### config.mk
export PLATFORM = sky130hd
export DESIGN_NAME = hazard_unit
export DESIGN_NICKNAME = d
export VERILOG_FILES = /design/src/rtl/hazard_unit.sv
export SDC_FILE = /design/constraint.sdc
export NUM_CORES = 1
export LEC_CHECK = 0
export ABC_AREA = 1
export CAP_MARGIN = 25
export CELL_PAD_IN_SITES_DETAIL_PLACEMENT = 0
export CELL_PAD_IN_SITES_GLOBAL_PLACEMENT = 1
export CORE_ASPECT_RATIO = 1.2
export CORE_MARGIN = 1
export CORE_UTILIZATION = 37
export CTS_CLUSTER_SIZE = 20
export DETAILED_ROUTE_END_ITERATION = 8
export PLACE_DENSITY_LB_ADDON = 0.1
export SYNTH_ARGS = -nofsm -noshare
export SYNTH_HDL_FRONTEND = slang
export SYNTH_SLANG_ARGS = --single-unit
### constraint.sdc
create_clock -name clk -period 1.77 [get_ports clk]
set_input_delay 0.4425 -clock clk [delete_from_list [all_inputs] [get_ports clk]]
set_output_delay 0.4425 -clock clk [all_outputs]
set_load 0.02 [all_outputs]
### src/rtl/hazard_unit.sv
`default_nettype none
// ============================================================================
//  Module      : hazard_unit
//  Description : Pipeline hazard control for the execute stage. Tracks the
//                destination tags of in-flight instructions in EX/MEM/WB,
//                drives operand-forwarding selects and the load-use stall,
//                and turns a taken branch into a multi-cycle flush.
//                Optional build macro HAZARD_R0_ZERO_EN: when defined,
//                register 0 is hardwired zero and never forwards or stalls.
//  Revision    : 1.0  initial release
// ============================================================================
module hazard_unit #(
    parameter int REG_ADDR_W   = 3,
    parameter int FLUSH_CYCLES = 2      // legal range 1..7
) (
    input  logic                  clk,
    input  logic                  reset,
    input  logic                  id_valid,
    input  logic [REG_ADDR_W-1:0] id_rs1,
    input  logic [REG_ADDR_W-1:0] id_rs2,
    input  logic                  id_uses_rs1,
    input  logic                  id_uses_rs2,
    input  logic [REG_ADDR_W-1:0] id_rd,
    input  logic                  id_regwrite,
    input  logic                  id_memread,
    input  logic                  branch_taken,
    output logic [1:0]            forwardA,
    output logic [1:0]            forwardB,
    output logic                  stall,
    output logic                  flush,
    output logic [7:0]            stall_count,
    output logic [7:0]            flush_count
);

    typedef enum logic [0:0] {
        ST_RUN   = 1'b0,
        ST_FLUSH = 1'b1
    } state_t;

    localparam logic [2:0] c_CNT_LOAD = 3'(FLUSH_CYCLES - 1);
    localparam logic [7:0] c_CNT_MAX  = 8'hFF;

    // EX slot keeps every decode field; MEM and WB only need what forwarding
    // inspects (valid, rd, regwrite), so the source fields stop at EX.
    logic                  r_ex_valid;
    logic [REG_ADDR_W-1:0] r_ex_rs1;
    logic [REG_ADDR_W-1:0] r_ex_rs2;
    logic                  r_ex_use1;
    logic                  r_ex_use2;
    logic [REG_ADDR_W-1:0] r_ex_rd;
    logic                  r_ex_regwrite;
    logic                  r_ex_memread;
    logic                  r_mem_valid;
    logic [REG_ADDR_W-1:0] r_mem_rd;
    logic                  r_mem_regwrite;
    logic                  r_wb_valid;
    logic [REG_ADDR_W-1:0] r_wb_rd;
    logic                  r_wb_regwrite;

    state_t     r_state;
    state_t     w_state_next;
    logic [2:0] r_flush_cnt;
    logic [2:0] w_flush_cnt_next;
    logic [7:0] r_stall_count;
    logic [7:0] r_flush_count;

    logic w_mem_wr;         // MEM slot is a live register producer
    logic w_wb_wr;          // WB slot is a live register producer
    logic w_ex_load;        // EX slot is a live load that can cause a stall
    logic w_ex_load_en;     // decode instruction advances into EX
    logic w_branch_accept;  // taken branch seen while running

`ifdef HAZARD_R0_ZERO_EN
    // r0 always reads as zero, so a producer targeting it is never a hazard.
    assign w_mem_wr  = r_mem_valid && r_mem_regwrite && (r_mem_rd != '0);
    assign w_wb_wr   = r_wb_valid  && r_wb_regwrite  && (r_wb_rd  != '0);
    assign w_ex_load = r_ex_valid  && r_ex_memread   && (r_ex_rd  != '0);
`else
    assign w_mem_wr  = r_mem_valid && r_mem_regwrite;
    assign w_wb_wr   = r_wb_valid  && r_wb_regwrite;
    assign w_ex_load = r_ex_valid  && r_ex_memread;
`endif

    assign flush           = (r_state == ST_FLUSH);
    assign stall           = (r_state == ST_RUN) && id_valid && w_ex_load &&
                             ((id_uses_rs1 && (id_rs1 == r_ex_rd)) ||
                              (id_uses_rs2 && (id_rs2 == r_ex_rd)));
    assign w_ex_load_en    = id_valid && !stall && !flush;
    assign w_branch_accept = (r_state == ST_RUN) && branch_taken;
    assign stall_count     = r_stall_count;
    assign flush_count     = r_flush_count;

    // Forward selects: youngest producer (MEM) wins over WB.
    always_comb begin
        forwardA = 2'b00;
        forwardB = 2'b00;
        if (r_ex_use1 && w_mem_wr && (r_mem_rd == r_ex_rs1))
            forwardA = 2'b10;
        else if (r_ex_use1 && w_wb_wr && (r_wb_rd == r_ex_rs1))
            forwardA = 2'b01;
        if (r_ex_use2 && w_mem_wr && (r_mem_rd == r_ex_rs2))
            forwardB = 2'b10;
        else if (r_ex_use2 && w_wb_wr && (r_wb_rd == r_ex_rs2))
            forwardB = 2'b01;
    end

    // Tag pipeline: shift EX->MEM->WB, load EX from decode or with a bubble.
    // A bubble clears every EX field so it can never request forwarding.
    always_ff @(posedge clk) begin
        if (reset) begin
            r_ex_valid     <= 1'b0;
            r_ex_rs1       <= '0;
            r_ex_rs2       <= '0;
            r_ex_use1      <= 1'b0;
            r_ex_use2      <= 1'b0;
            r_ex_rd        <= '0;
            r_ex_regwrite  <= 1'b0;
            r_ex_memread   <= 1'b0;
            r_mem_valid    <= 1'b0;
            r_mem_rd       <= '0;
            r_mem_regwrite <= 1'b0;
            r_wb_valid     <= 1'b0;
            r_wb_rd        <= '0;
            r_wb_regwrite  <= 1'b0;
        end else begin
            r_wb_valid     <= r_mem_valid;
            r_wb_rd        <= r_mem_rd;
            r_wb_regwrite  <= r_mem_regwrite;
            r_mem_valid    <= r_ex_valid;
            r_mem_rd       <= r_ex_rd;
            r_mem_regwrite <= r_ex_regwrite;
            if (w_ex_load_en) begin
                r_ex_valid    <= 1'b1;
                r_ex_rs1      <= id_rs1;
                r_ex_rs2      <= id_rs2;
                r_ex_use1     <= id_uses_rs1;
                r_ex_use2     <= id_uses_rs2;
                r_ex_rd       <= id_rd;
                r_ex_regwrite <= id_regwrite;
                r_ex_memread  <= id_memread;
            end else begin
                r_ex_valid    <= 1'b0;
                r_ex_rs1      <= '0;
                r_ex_rs2      <= '0;
                r_ex_use1     <= 1'b0;
                r_ex_use2     <= 1'b0;
                r_ex_rd       <= '0;
                r_ex_regwrite <= 1'b0;
                r_ex_memread  <= 1'b0;
            end
        end
    end

    // Branch FSM state and flush-length counter registers.
    always_ff @(posedge clk) begin
        if (reset) begin
            r_state     <= ST_RUN;
            r_flush_cnt <= 3'd0;
        end else begin
            r_state     <= w_state_next;
            r_flush_cnt <= w_flush_cnt_next;
        end
    end

    // Branch FSM next state; branch_taken is ignored while flushing because
    // it originates from an instruction being squashed.
    always_comb begin
        w_state_next     = r_state;
        w_flush_cnt_next = r_flush_cnt;
        case (r_state)
            ST_RUN: begin
                if (branch_taken) begin
                    w_state_next     = ST_FLUSH;
                    w_flush_cnt_next = c_CNT_LOAD;
                end
            end
            ST_FLUSH: begin
                if (r_flush_cnt == 3'd0)
                    w_state_next = ST_RUN;
                else
                    w_flush_cnt_next = r_flush_cnt - 3'd1;
            end
            default: begin
                w_state_next     = ST_RUN;
                w_flush_cnt_next = 3'd0;
            end
        endcase
    end

    // Saturating event counters for stalls and accepted branches.
    always_ff @(posedge clk) begin
        if (reset) begin
            r_stall_count <= 8'd0;
            r_flush_count <= 8'd0;
        end else begin
            if (stall && (r_stall_count != c_CNT_MAX))
                r_stall_count <= r_stall_count + 8'd1;
            if (w_branch_accept && (r_flush_count != c_CNT_MAX))
                r_flush_count <= r_flush_count + 8'd1;
        end
    end

endmodule
`default_nettype wire

==> impl_metrics.env, run 1 <==
# source this file to load flow results
export IMPL_status="complete, but fails checks"
export IMPL_violations="design-rule violations, negative setup slack"
export IMPL_simple_gate_area_share_pct=33.4
export IMPL_postSynthSeqShare_pct=41.5
export IMPL_setup_violations=2
export IMPL_grt_pass1_vias=1734
export IMPL_chip_area_um2=6040
export IMPL_worst_slack_ns=-0.0502
export IMPL_synthesis_nets=305
export IMPL_powerDensity_nw_per_um2=728
export IMPL_pin_count=39
export IMPL_p_int_mw=1.64
export IMPL_wl_um=4120
export IMPL_clock_fmax_ghz=0.549
export IMPL_critPathBufInv=1
export IMPL_r2r_end="stall_count[0]"
export IMPL_syn_area_um2=2120
export IMPL_path_cells="xor2_1 -> nor3_2 -> nor4_2 -> buf_2"
export IMPL_fin_crit_ns=1.82
export IMPL_wire_per_inst_um=9.92
export IMPL_ys_sh_aoi_pct=3.83
export IMPL_layout_top_cells="52 x nand2_1, 43 x inv_1, 41 x nor2_1"
export IMPL_holdPathEnd="r_mem_regwrite"
export IMPL_synth_xor_area_share_pct=7.85
export IMPL_wl_met3_um=149
export IMPL_drc_errors=3
export IMPL_fin_nets=373
export IMPL_worst_ep_required_time_ns=1.33
export IMPL_p_clk_mw=0.844
export IMPL_hp_class="reg -> reg"
export IMPL_syn_inst=284
export IMPL_area_leaders="dfxtp_1 42%, nand2_1 10%, inv_1 8.1%, nor2_1 7.8%, xor2_1 5.4%"
export IMPL_grt_setup_unrepaired="yes"
export IMPL_grt_use_met2_pct=27.4
export IMPL_wl_met2_um=2020
export IMPL_io_buffer_count=38
[run 1: sequential cells by signal (all words and copies together) (netlist names)]
| name | flops |
|---|---|
| flush_count | 8 |
| stall_count | 8 |
| r_ex_rd | 3 |
| r_ex_rs1 | 3 |
| r_ex_rs2 | 3 |
| r_flush_cnt | 3 |
| r_mem_rd | 3 |
| r_wb_rd | 3 |
| flush | 1 |
| r_ex_memread | 1 |
| r_ex_regwrite | 1 |
| r_ex_use1 | 1 |
| r_ex_use2 | 1 |
| r_ex_valid | 1 |
| r_mem_regwrite | 1 |
| r_mem_valid | 1 |
| r_wb_regwrite | 1 |
| r_wb_valid | 1 |
[run 1: worst max path at each step]
stage | start | to | slack [ns] | cells past startpoint
4_1_cts | r_mem_valid | forwardB[0] | -0.08 | 6
2_1_floorplan | r_mem_rd[0] | forwardA[0] | 0.03 | 4
6_report | r_mem_rd[2] | forwardA[0] | -0.05 | 4
3_5_place_dp | id_rs2[1] | stall | -0.73 | 10
5_1_grt | r_ex_rs2[0] | forwardB[0] | -0.15 | 5
3_3_place_gp | id_rs2[1] | stall | -0.72 | 10
[run 1: cells in the mapped netlist, drive strengths merged]
cell type  instances
nor2              58
inv               50
xor2              13
o21ai              5
o211ai             1
nand2             63
clkinv             1
or2                2
ha                 4
nor4               1
nor3               5
xnor2              6
nand3             10
a21oi              9
dfxtp             44
nand4              7
buf                2
clkbuf             3
[run 1: what timing repair did]
item                                    4_1_cts  5_1_grt
pin swaps                                    14       13
resized                                      63       22
buffers inserted                              0        1
endpoints found under the setup margin       17        8
[run 1: metrics by stage]
step           instances  utilization (%)
6_report             415             54.0
5_1_grt              415             54.0
4_1_cts              414             52.9
3_5_place_dp         406             50.8
3_3_place_gp         406             50.8
2_1_floorplan        284                -
Fig. 1: run 1, met1 routing
(6 px per µm) Supply wires on this layer in gray. Cells faint in the background.
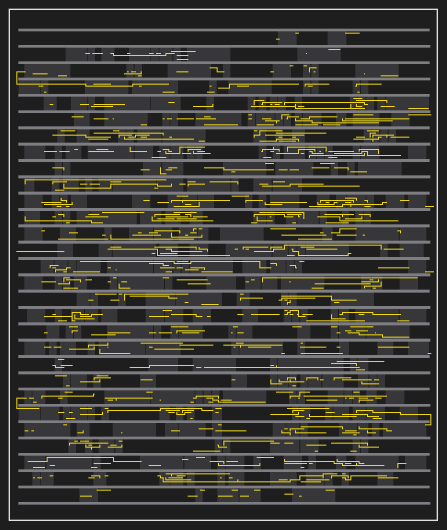
share of all routed wire = 45%
main direction = horizontal
wire length on this layer = 1840 µm

Fig. 2: run 1, drive-strength map
(4 px per µm)
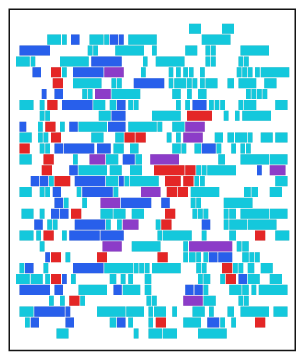
drive 2 -> blue  # cells 58
drive 6 and up -> purple  # cells 13
drive 3 to 4 -> red  # cells 32
drive 1 or less -> cyan  # cells 250
fin worst setup slack: -0.0502 ns
final instance area: 2920 µm²
Non-clk bufs: 66

Fig. 3: run 1, placement view
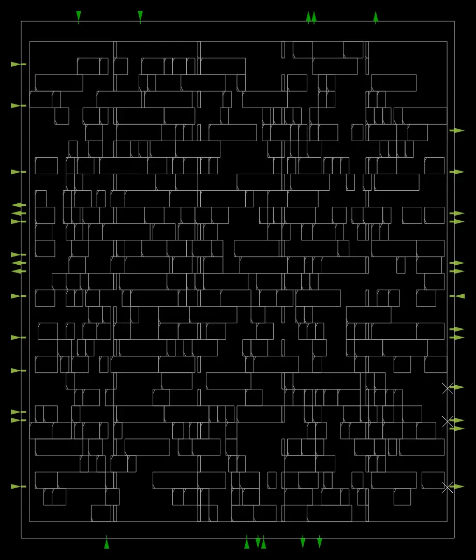
core area: 5410 µm²
Final Core Density: 54.0%

==> run 2, diff against run 1 <==
- CORE_MARGIN: 1 -> unset
Fig. 4: run 2, drive-strength map
(4 px per µm)
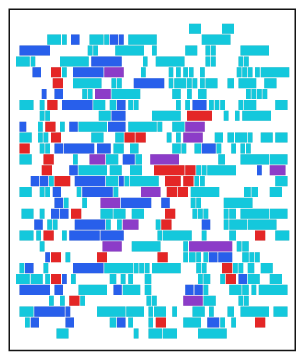
drive 1 or less -> cyan  # cells 250
drive 3 to 4 -> red  # cells 32
drive 2 -> blue  # cells 58
drive 6 and up -> purple  # cells 13

==> run 2 against run 1 <==
The flow still finishes with violations (design-rule violations, negative setup slack). Clock skew did not move. Register-to-register slack is essentially flat. Worst hold slack is the same. Sequential cell count did not move. Critical endpoint unchanged.
==> impl_metrics.env, run 2 <==
# source this file to load flow results
export IMPL_wl_um=4120
export IMPL_final_cells=415
export IMPL_syn_area_um2=2120
export IMPL_grt_pass1_vias=1734
export IMPL_core_area_um2=5410
export IMPL_grt_setup_unrepaired="yes"
export IMPL_chip_area_um2=6040
export IMPL_area_leaders="dfxtp_1 42%, nand2_1 10%, inv_1 8.1%, nor2_1 7.8%, xor2_1 5.4%"
export IMPL_maxSlewViolCount=0
export IMPL_fin_nets=373
export IMPL_powerDensity_nw_per_um2=728
export IMPL_postSynthSeqShare_pct=41.5
export IMPL_critPathBufInv=1
export IMPL_violations="design-rule violations, negative setup slack"
export IMPL_setup_violations=2
export IMPL_syn_inst=284
export IMPL_hp_class="reg -> reg"
export IMPL_common_cells="57 x nand2_1, 46 x inv_1, 44 x dfxtp_1, 44 x nor2_1"
export IMPL_ys_sh_aoi_pct=3.83
export IMPL_worst_ep_required_time_ns=1.33
export IMPL_reg2reg_slack_ns=0.28
export IMPL_wire_per_inst_um=9.92
export IMPL_status="complete, but fails checks"
export IMPL_clock_fmax_ghz=0.549
export IMPL_pin_count=39
export IMPL_simple_gate_area_share_pct=33.4
export IMPL_synthesis_nets=305
export IMPL_p_leak_nw=1.48
export IMPL_path_cells="xor2_1 -> nor3_2 -> nor4_2 -> buf_2"
export IMPL_fin_area_um2=2920
export IMPL_drc_errors=3
export IMPL_synthArstFlopShare_pct=0
export IMPL_most_common_cell="nand2_1"
export IMPL_worst_slack_ns=-0.0502
export IMPL_edf_count=0
export IMPL_synth_xor_area_share_pct=7.85
export IMPL_dp_cells=406
export IMPL_layout_top_cells="52 x nand2_1, 43 x inv_1, 41 x nor2_1"
export IMPL_io_buffer_count=38
Fig. 5: run 2, I/O nets highlighted
(4 px per µm)
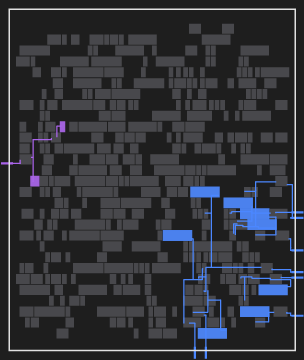
flush_count -> blue  # direction output, edge 6 right, 2 bottom, end cells 8, buffers 8, wire 233 µm
id_uses_rs1 -> purple  # direction input, edge left, end cells 2, buffers 2, wire 22.7 µm

run 2: path summary, 6_finish.rpt:
path                  startpoint        endpoint  cells past startpoint
setup / recovery     r_mem_rd[2]     forwardA[0]                      4
hold / removal     r_ex_regwrite  r_mem_regwrite                      2
setup reg to reg  stall_count[1]  stall_count[0]                      8
hold reg to reg    r_ex_regwrite  r_mem_regwrite                      2
run 2: cell type report:
class	count	area share, %
clock buffer	7	3.30
timing repair buffer	66	19.7
inverter	51	6.55
clock inverter	1	1.03
multi-input combinational	184	36.1
sequential	44	30.7
tap	62	2.66
run 2: metal layers:
layer | vias up | GRT usage [%] | share of wire (%)
li1 | 989 | - | -
met1 | 779 | 17.1 | 45
met2 | 35 | 27.4 | 49
met3 | 8 | 3.68 | 3.6
met4 | 0 | 8.73 | 2.4
met5 | - | 0 | 0
run 2: what timing repair did:
action / CTS / global route
endpoints found under the setup margin: 17 / 8
pin swaps: 14 / 13
gates cloned: 0 / 0
hold buffers: 0 / 0
setup buffers: 0 / 1
resized: 63 / 22
run 2: logic make-up (layout without fill, tap and decap cells):
family          after synthesis  after routing
flops                        44             44
buf+inv                      56            125
xor+xnor                     19             19
fa+ha+maj                     4              4
simple gates                146            146
compound gates               15             15
run 2: through the flow:
step | hold slack, ns | TNS (ns) | power (mW) | utilization [%]
global route | 0.435 | -0.457 | 2.24 | 54.0
detailed placement | 0.394 | -5.08 | 1.31 | 50.8
floorplan | 0.388 | 0 | 1.20 | -
global placement | 0.395 | -4.97 | 1.31 | 50.8
CTS | 0.399 | -0.190 | 2.16 | 52.9
finish | 0.397 | -0.100 | 2.13 | 54.0
run 2: power breakdown:
group / leakage [nW] / internal, mW / switching (mW)
clock: 0.0645 / 0.498 / 0.346
combinational: 1.05 / 0.115 / 0.124
sequential: 0.364 / 1.02 / 0.0222
Power figures rest on the tool's default switching activity, not on a simulated workload.
